==> run_1/layers.png <==
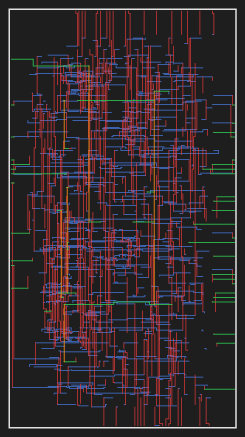
==> run_1/m2.png <==
Cells faint in the background.
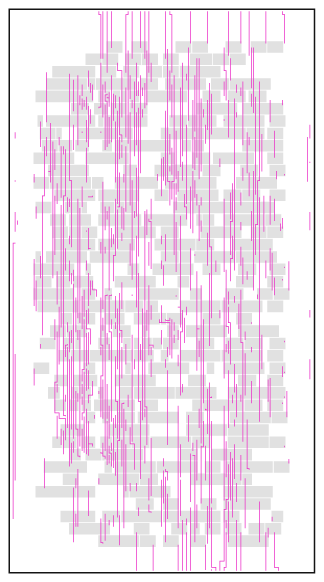
==> run_1/clock_wires.png <==
Scale bar: 20 um.
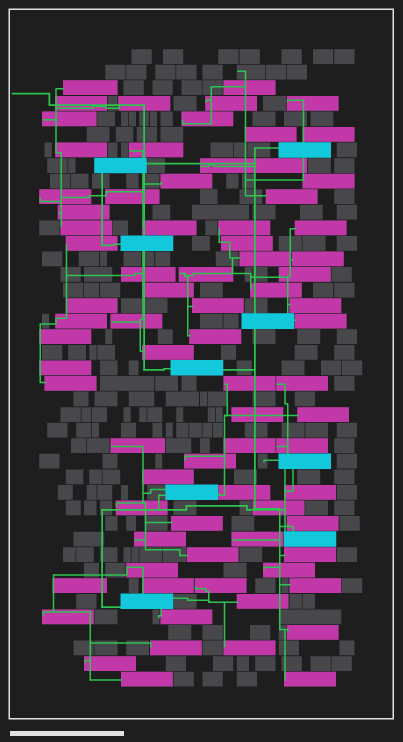
==> run_1/congestion_map.png <==
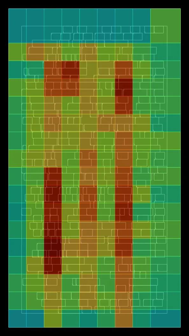
**src/rtl/random_multi.sv**
```systemverilog
// Multi-channel range-bounded pseudo-random source: one shared Galois LFSR,
// round-robin service of rising-edge requests, rejection sampling with clamp fallback.
module random_multi #(
    parameter int unsigned          SIZE_BITS = 10,
    parameter int unsigned          NUM_CH    = 4,
    parameter int unsigned          MIN_VAL   = 0,
    parameter int unsigned          MAX_VAL   = 479,
    parameter int unsigned          LFSR_BITS = 16,
    parameter logic [LFSR_BITS-1:0] TAPS      = 16'hB400,
    parameter logic [LFSR_BITS-1:0] SEED      = 16'hACE1,
    parameter int unsigned          MAX_TRIES = 8
) (
    input  logic                          clk,
    input  logic                          resetN,
    input  logic [NUM_CH-1:0]             req,
    input  logic                          seed_load,
    input  logic [LFSR_BITS-1:0]          seed_in,
    output logic [NUM_CH*SIZE_BITS-1:0]   dout,
    output logic [NUM_CH-1:0]             valid,
    output logic                          busy
);

    localparam int unsigned CH_W  = (NUM_CH > 1) ? $clog2(NUM_CH) : 1;
    localparam int unsigned TRY_W = $clog2(MAX_TRIES + 1);
    localparam logic [SIZE_BITS-1:0] MIN_V      = SIZE_BITS'(MIN_VAL);
    localparam logic [SIZE_BITS-1:0] MAX_V      = SIZE_BITS'(MAX_VAL);
    localparam logic [TRY_W-1:0]     TRIES_LAST = TRY_W'(MAX_TRIES - 1);

    logic [LFSR_BITS-1:0]        r_lfsr;
    logic [NUM_CH-1:0]           r_req_d;
    logic [NUM_CH-1:0]           r_pending;
    logic                        r_grant_vld;
    logic [CH_W-1:0]             r_grant;
    logic [CH_W-1:0]             r_last;
    logic [TRY_W-1:0]            r_tries;
    logic [NUM_CH*SIZE_BITS-1:0] r_dout;
    logic [NUM_CH-1:0]           r_valid;
    logic                        r_busy;

    logic [SIZE_BITS-1:0] w_cand;
    logic                 w_below;
    logic                 w_above;
    logic                 w_sel_vld;
    logic [CH_W-1:0]      w_sel;
    logic                 w_cur_vld;
    logic [CH_W-1:0]      w_cur;
    logic                 w_done;
    logic [SIZE_BITS-1:0] w_value;
    logic [NUM_CH-1:0]    w_clr;
    logic [NUM_CH-1:0]    w_pend_nxt;
    logic [LFSR_BITS-1:0] w_lfsr_nxt;

    // Candidate check, circular arbitration after r_last, and completion decode.
    always_comb begin
        w_cand    = r_lfsr[SIZE_BITS-1:0];
        w_below   = int'(w_cand) < int'(MIN_VAL);
        w_above   = int'(w_cand) > int'(MAX_VAL);
        w_sel_vld = 1'b0;
        w_sel     = '0;
        // Scan farthest-first so the nearest pending channel after r_last wins.
        for (int k = NUM_CH; k >= 1; k--) begin
            if (r_pending[CH_W'((int'(r_last) + k) % NUM_CH)]) begin
                w_sel_vld = 1'b1;
                w_sel     = CH_W'((int'(r_last) + k) % NUM_CH);
            end
        end
        w_cur_vld  = r_grant_vld | w_sel_vld;
        w_cur      = r_grant_vld ? r_grant : w_sel;
        w_done     = !seed_load && w_cur_vld &&
                     ((!w_below && !w_above) || (r_tries == TRIES_LAST));
        w_value    = w_above ? MAX_V : (w_below ? MIN_V : w_cand);
        w_clr      = w_done ? (NUM_CH'(1) << w_cur) : '0;
        // A fresh edge in the completion cycle re-arms the channel.
        w_pend_nxt = (r_pending & ~w_clr) | (req & ~r_req_d);
        w_lfsr_nxt = (r_lfsr >> 1) ^ (r_lfsr[0] ? TAPS : '0);
    end

    always_ff @(posedge clk or negedge resetN) begin
        if (!resetN) begin
            r_lfsr      <= SEED;
            r_req_d     <= '0;
            r_pending   <= '0;
            r_grant_vld <= 1'b0;
            r_grant     <= '0;
            r_last      <= CH_W'(NUM_CH - 1);
            r_tries     <= '0;
            r_dout      <= '0;
            r_valid     <= '0;
            r_busy      <= 1'b0;
        end else begin
            r_req_d   <= req;
            r_pending <= w_pend_nxt;
            r_busy    <= |w_pend_nxt;
            r_valid   <= w_clr;

            if (seed_load) begin
                r_lfsr <= (seed_in == '0) ? SEED : seed_in;
            end else begin
                r_lfsr <= w_lfsr_nxt;
            end

            if (!seed_load && w_cur_vld) begin
                if (w_done) begin
                    r_grant_vld <= 1'b0;
                    r_last      <= w_cur;
                    r_tries     <= '0;
                end else begin
                    r_grant_vld <= 1'b1;
                    r_grant     <= w_cur;
                    r_tries     <= r_tries + TRY_W'(1);
                end
            end

            for (int i = 0; i < NUM_CH; i++) begin
                if (w_clr[i]) begin
                    r_dout[i*SIZE_BITS +: SIZE_BITS] <= w_value;
                end
            end
        end
    end

    assign dout  = r_dout;
    assign valid = r_valid;
    assign busy  = r_busy;

endmodule

```
**config.mk**
```make
export PLATFORM = sky130hd
export DESIGN_NAME = random_multi
export DESIGN_NICKNAME = d
export VERILOG_FILES = /design/src/rtl/random_multi.sv
export SDC_FILE = /design/constraint.sdc
export NUM_CORES = 1
export LEC_CHECK = 0
export CAP_MARGIN = 20
export CORE_ASPECT_RATIO = 2
export CORE_MARGIN = 5
export CORE_UTILIZATION = 50
export CTS_CLUSTER_DIAMETER = 150
export DETAILED_ROUTE_END_ITERATION = 6
export PLACE_DENSITY_LB_ADDON = 0.1
export SYNTH_ARGS = -nofsm -noshare
export SYNTH_HDL_FRONTEND = slang
export SYNTH_SLANG_ARGS = --single-unit
```
**constraint.sdc**
```tcl
create_clock -name clk -period 5.36 [get_ports clk]
set_input_delay 1.608 -clock clk [delete_from_list [all_inputs] [get_ports clk]]
set_output_delay 1.608 -clock clk [all_outputs]
set_load 0.05 [all_outputs]
```
==> reports/qor.json, run 1 <==
{
  "outcome": "completed",
  "busiest_layer": "met2",
  "powerDensity_nw_per_um2": 606,
  "wire_length_of_the_first_global_routing_pass_um": 11400,
  "cts_resized": 0,
  "post-route-drc-count": 0,
  "port-buffer-count": 67,
  "regArea_um2": 1960,
  "fin_nets": 330,
  "cp_max_delay_cell": "sky130_fd_sc_hd__nor2_1",
  "antenna_cells": 0,
  "synth-seq-cells": 78,
  "post_synth_xor_area_fraction_pct": 0.812,
  "yosys-mux-area-fraction_pct": 16.0,
  "finalWorstPathRequiredPeriod_ns": 3.68,
  "h-tree-depth": 3,
  "fin_crit_sh_pct": 68.7,
  "critPathCaptureType": "flip-flop",
  "critical_path.reg2reg.startpoint": "r_lfsr[9]$_DFF_PN0_",
  "placeableCoreArea_um2": 6310,
  "yosysWarningCount": 0,
  "critPathMaxFanout": 19,
  "critPathMaxStageDelay_ns": 0.71,
  "whs_ns": 0.489,
  "timing.final.max_slew_violations": 0,
  "fp_nets": 257,
  "r2r-end": "dout[0]$_DFFE_PN0P_",
  "crit_start": "seed_load",
  "grt_start_max_net_pins": 79,
  "most_common_cell": "sky130_fd_sc_hd__dfrtp_1",
  "ir_worst_vdd_uv": 332,
  "critical_path_depth": 6,
  "dieWidth_um": 66.9,
  "floorplan.die_area_um2": 8270,
  "simple_gate_area_share_pct": 7.66,
  "met1_length_um": 2560,
  "synth.top_cell.area_share_pct": 52.6,
  "post_synth_instance_area_um2": 3230,
  "ant_nets": 0,
  "finalWeightedCongestion": 0.898,
  "routed-wl-met2_um": 4000,
  "final.setup.tns_ns": 0,
  "async_reset_ff_share_pct": 100,
  "synth.largest_area_cell": "sky130_fd_sc_hd__dfrtp_1",
  "synth_top_flop_cell": "sky130_fd_sc_hd__dfrtp_1",
  "sequential_to_total_area_share_from_yosys_stat_pct": 60.7,
  "gr-usage-met1_pct": 20.0,
  "rsz_0062_raised_after_global_routing": "false",
  "top_cells_by_area": "sky130_fd_sc_hd__dfrtp_1 53%, sky130_fd_sc_hd__mux2_2 16%, sky130_fd_sc_hd__dfstp_2 8.1%, sky130_fd_sc_hd__o22a_1 1.9%, sky130_fd_sc_hd__inv_1 1.3%"
}
Back to the opening pictures, layers.png:
M2: in red, wire length 4,000 um. M4: in orange, wire length 198 um. M3: in green, wire length 292 um. M1: in blue, wire length 2,560 um.
total wire length: 7060 um
total routing resource utilization after global routing: 19.0%

Back to the opening pictures, m2.png:
The layer carries 4,000 um of wire. The longest straight run is 60.7 um. The layer holds 57% of the routed length. The wires run mostly vertical.
routed vias: 2,135
GR met2 Demand/Resource: 34.2%

Back to the opening pictures, clock_wires.png:
flip-flops: in magenta, count 78. clock-net drivers: in cyan, count 9. clock wires: in green, length 863 um.
Position of the flops: all over the die.
Clock Skews: 0.00667 ns
Clock Latency Late Sink: 0.33 ns
power in the clock group: 0.000604 W
fraction of power consumed by the clock network: 23.2%

Back to the opening pictures, congestion_map.png:
utilization after layout: 68.2%
met3 Resource Use GR: 4.24%

-- run 1: area by class of cell --
type,instances,area share [%]
clock buffer,13,6.04
clock inverter,3,1.02
inverter,11,0.959
multi-input combinational,136,27.8
sequential,78,45.6
tap,86,2.50
timing repair buffer,70,16.0
-- run 1: report_power, final --
group          switching, W  total (W)  internal [W]
Combinational      0.000685    0.00111      0.000421
Sequential         0.000126   0.000898      0.000772
Clock              0.000218   0.000604      0.000386
Total               0.00103    0.00261       0.00158
-- run 1: flip-flops by register name, indices dropped and copies added (netlist names) --
signal and cells:
r_grant 2, r_req_d 4, busy 1, r_tries 4, r_grant_vld 1, r_last 2
r_pending 4, dout 40, r_lfsr 16, valid 4
-- run 1: cell families after synthesis --
group	Yosys count
compound gates	44
xor+xnor	3
fa+ha+maj	1
buf+inv	19
flops	78
mux	46
simple gates	42
==> run_1/m3.png <==
Scale bar: 20 um. Cells faint in the background.
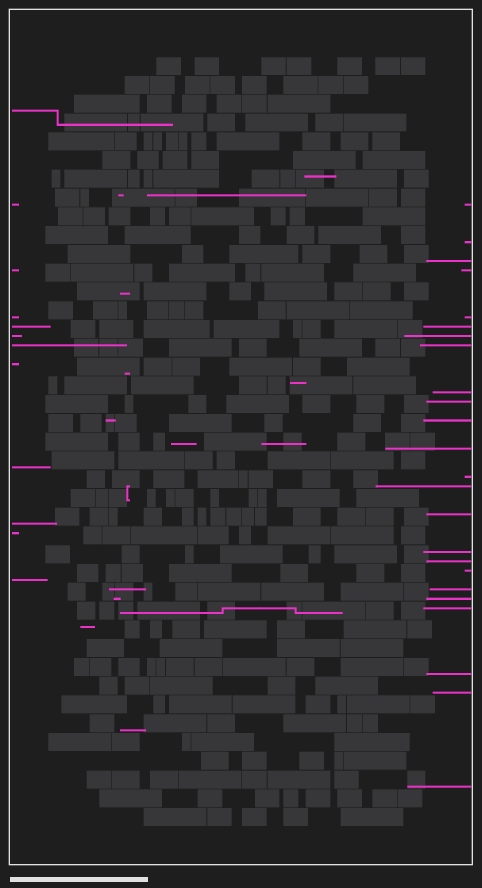

## Run 2: what changed since run 1
==> constraint.sdc (replaced) <==
create_clock -name clk -period 3.74 [get_ports clk]
set_input_delay 1.122 -clock clk [delete_from_list [all_inputs] [get_ports clk]]
set_output_delay 1.122 -clock clk [all_outputs]
set_load 0.05 [all_outputs]
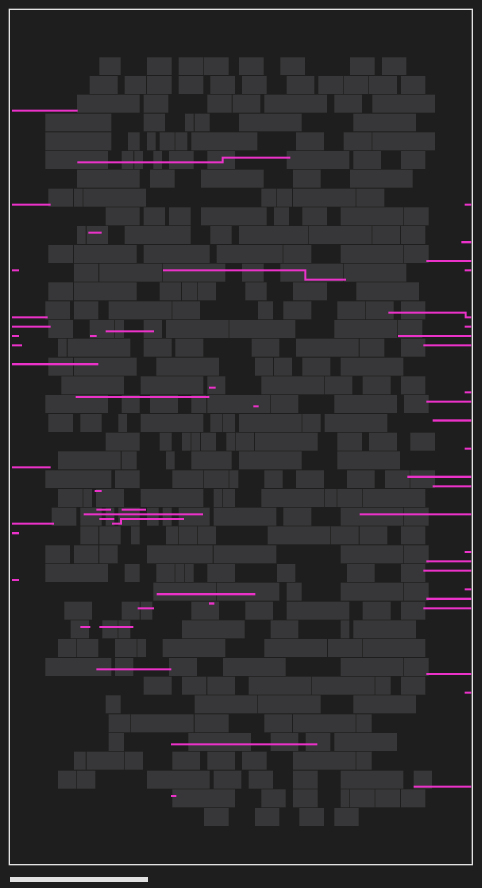
(run_2/m3.png)
Scale bar: 20 um. Cells faint in the background.
The layer carries 353 um of wire. The layer holds 5.0% of the routed length. The longest straight run is 20.9 um. The wires run mostly horizontal.
met3 Resource Use GR: 5.23%
total wire length: 7060 um
routed vias: 2,151

==> run 2 against run 1 <==
  * Critical path depth stayed put
  * Cell count is 0.25% higher
  * Worst hold slack worse by 0.0081 ns
  * Global-route usage hardly changed
  * Synthesized area stayed put
  * Core utilization is 0.16 points higher
  * Combinational power is 43% higher
  * Count of clock-buffer cells in the layout is 1 higher
  * Sequential power is 44% higher
  * Final area is 0.23% higher
  * Worst setup slack worse by 0.72 ns
  * Sequential share of layout area is 0.11 points lower
  * Critical path type unchanged
  * Largest power group unchanged
==> reports/qor.json, run 2 <==
{
  "synth_top_flop_cell": "sky130_fd_sc_hd__dfrtp_1",
  "max_ffs_per_register": {"value": 40, "change": "unchanged"},
  "critical_path_depth": {"value": 6, "change": "unchanged"},
  "switching_share": {"value": 39.8, "unit": "%", "change": "+0.30 points"},
  "cts_resized": {"value": 0, "change": "unchanged"},
  "post-route-drc-count": {"value": 0, "change": "unchanged"},
  "simple_gate_area_share": {"value": 7.66, "unit": "%", "change": "unchanged"},
  "seq_power_share": {"value": 34.5, "unit": "%", "change": "about the same"},
  "async_reset_ff_share": {"value": 100, "unit": "%", "change": "unchanged"},
  "post_synth_xor_area_fraction": {"value": 0.812, "unit": "%", "change": "unchanged"},
  "track_usage": {"value": 19.0, "unit": "%", "change": "+0.030 points"},
  "utilization": {"value": 68.4, "unit": "%", "change": "+0.16 points"},
  "most_common_cell": "sky130_fd_sc_hd__dfrtp_1",
  "sequential_to_total_area_share_from_yosys_stat": {"value": 60.7, "unit": "%", "change": "unchanged"},
  "critPathCaptureType": "flip-flop",
  "routed-wl-met2": {"value": 3880, "unit": "um", "change": "-3.0%"},
  "critPathMaxStageDelay": {"value": 0.47, "unit": "ns", "change": "-0.24 ns"},
  "outcome": "completed",
  "crit_start": "seed_load",
  "busiest_layer": "met2",
  "combPwrFrac": {"value": 42.5, "unit": "%", "change": "about the same"},
  "cp_max_delay_cell": "sky130_fd_sc_hd__clkdlybuf4s50_1",
  "fp_nets": {"value": 257, "change": "unchanged"},
  "synth-seq-cells": {"value": 78, "change": "unchanged"},
  "wire_length_of_the_first_global_routing_pass": {"value": 11400, "unit": "um", "change": "-0.30%"},
  "worstSkewPairLatency": {"value": 0.33, "unit": "ns", "change": "about the same"},
  "final.setup.tns": {"value": 0, "unit": "ns", "change": "unchanged"},
  "fin_nets": {"value": 331, "change": "+0.30%"},
  "finalWorstPathRequiredPeriod_ns": 2.78
}
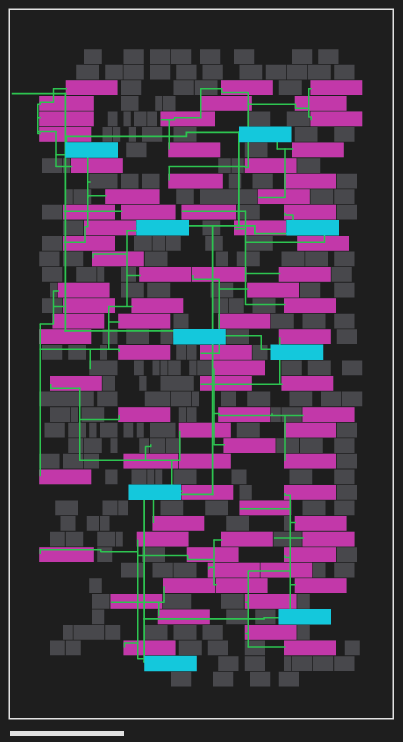
(run_2/clock_wires.png)
Scale bar: 20 um.
clock-net drivers: in cyan, count 9. clock wires: in green, length 925 um. flip-flops: in magenta, count 78.
There are 10 routed clock nets. Position of the flops: all over the die.
fraction of power consumed by the clock network: 23.0%
power in the clock group: 0.000857 W
Clock Skews: 0.00724 ns

run 2: cell types whose count changed in the layout (fill, tap and decap cells not counted):
| cell | before | now |
|---|---|---|
| sky130_fd_sc_hd__clkinvlp_4 | 0 | 1 |
| sky130_fd_sc_hd__clkbuf_1 | 2 | 0 |
| sky130_fd_sc_hd__clkbuf_8 | 2 | 5 |
| sky130_fd_sc_hd__bufinv_16 | 1 | 0 |
| sky130_fd_sc_hd__clkinv_4 | 1 | 0 |
| sky130_fd_sc_hd__buf_4 | 4 | 5 |
run 2: layout make-up:
| class | instances | area share (%) |
|---|---|---|
| multi-input combinational | 136 | 27.7 |
| sequential | 78 | 45.5 |
| timing repair buffer | 71 | 16.2 |
| clock inverter | 2 | 0.290 |
| clock buffer | 14 | 6.81 |
| tap | 86 | 2.49 |
| inverter | 11 | 0.957 |
Power figures rest on the tool's default switching activity, not on a simulated workload.
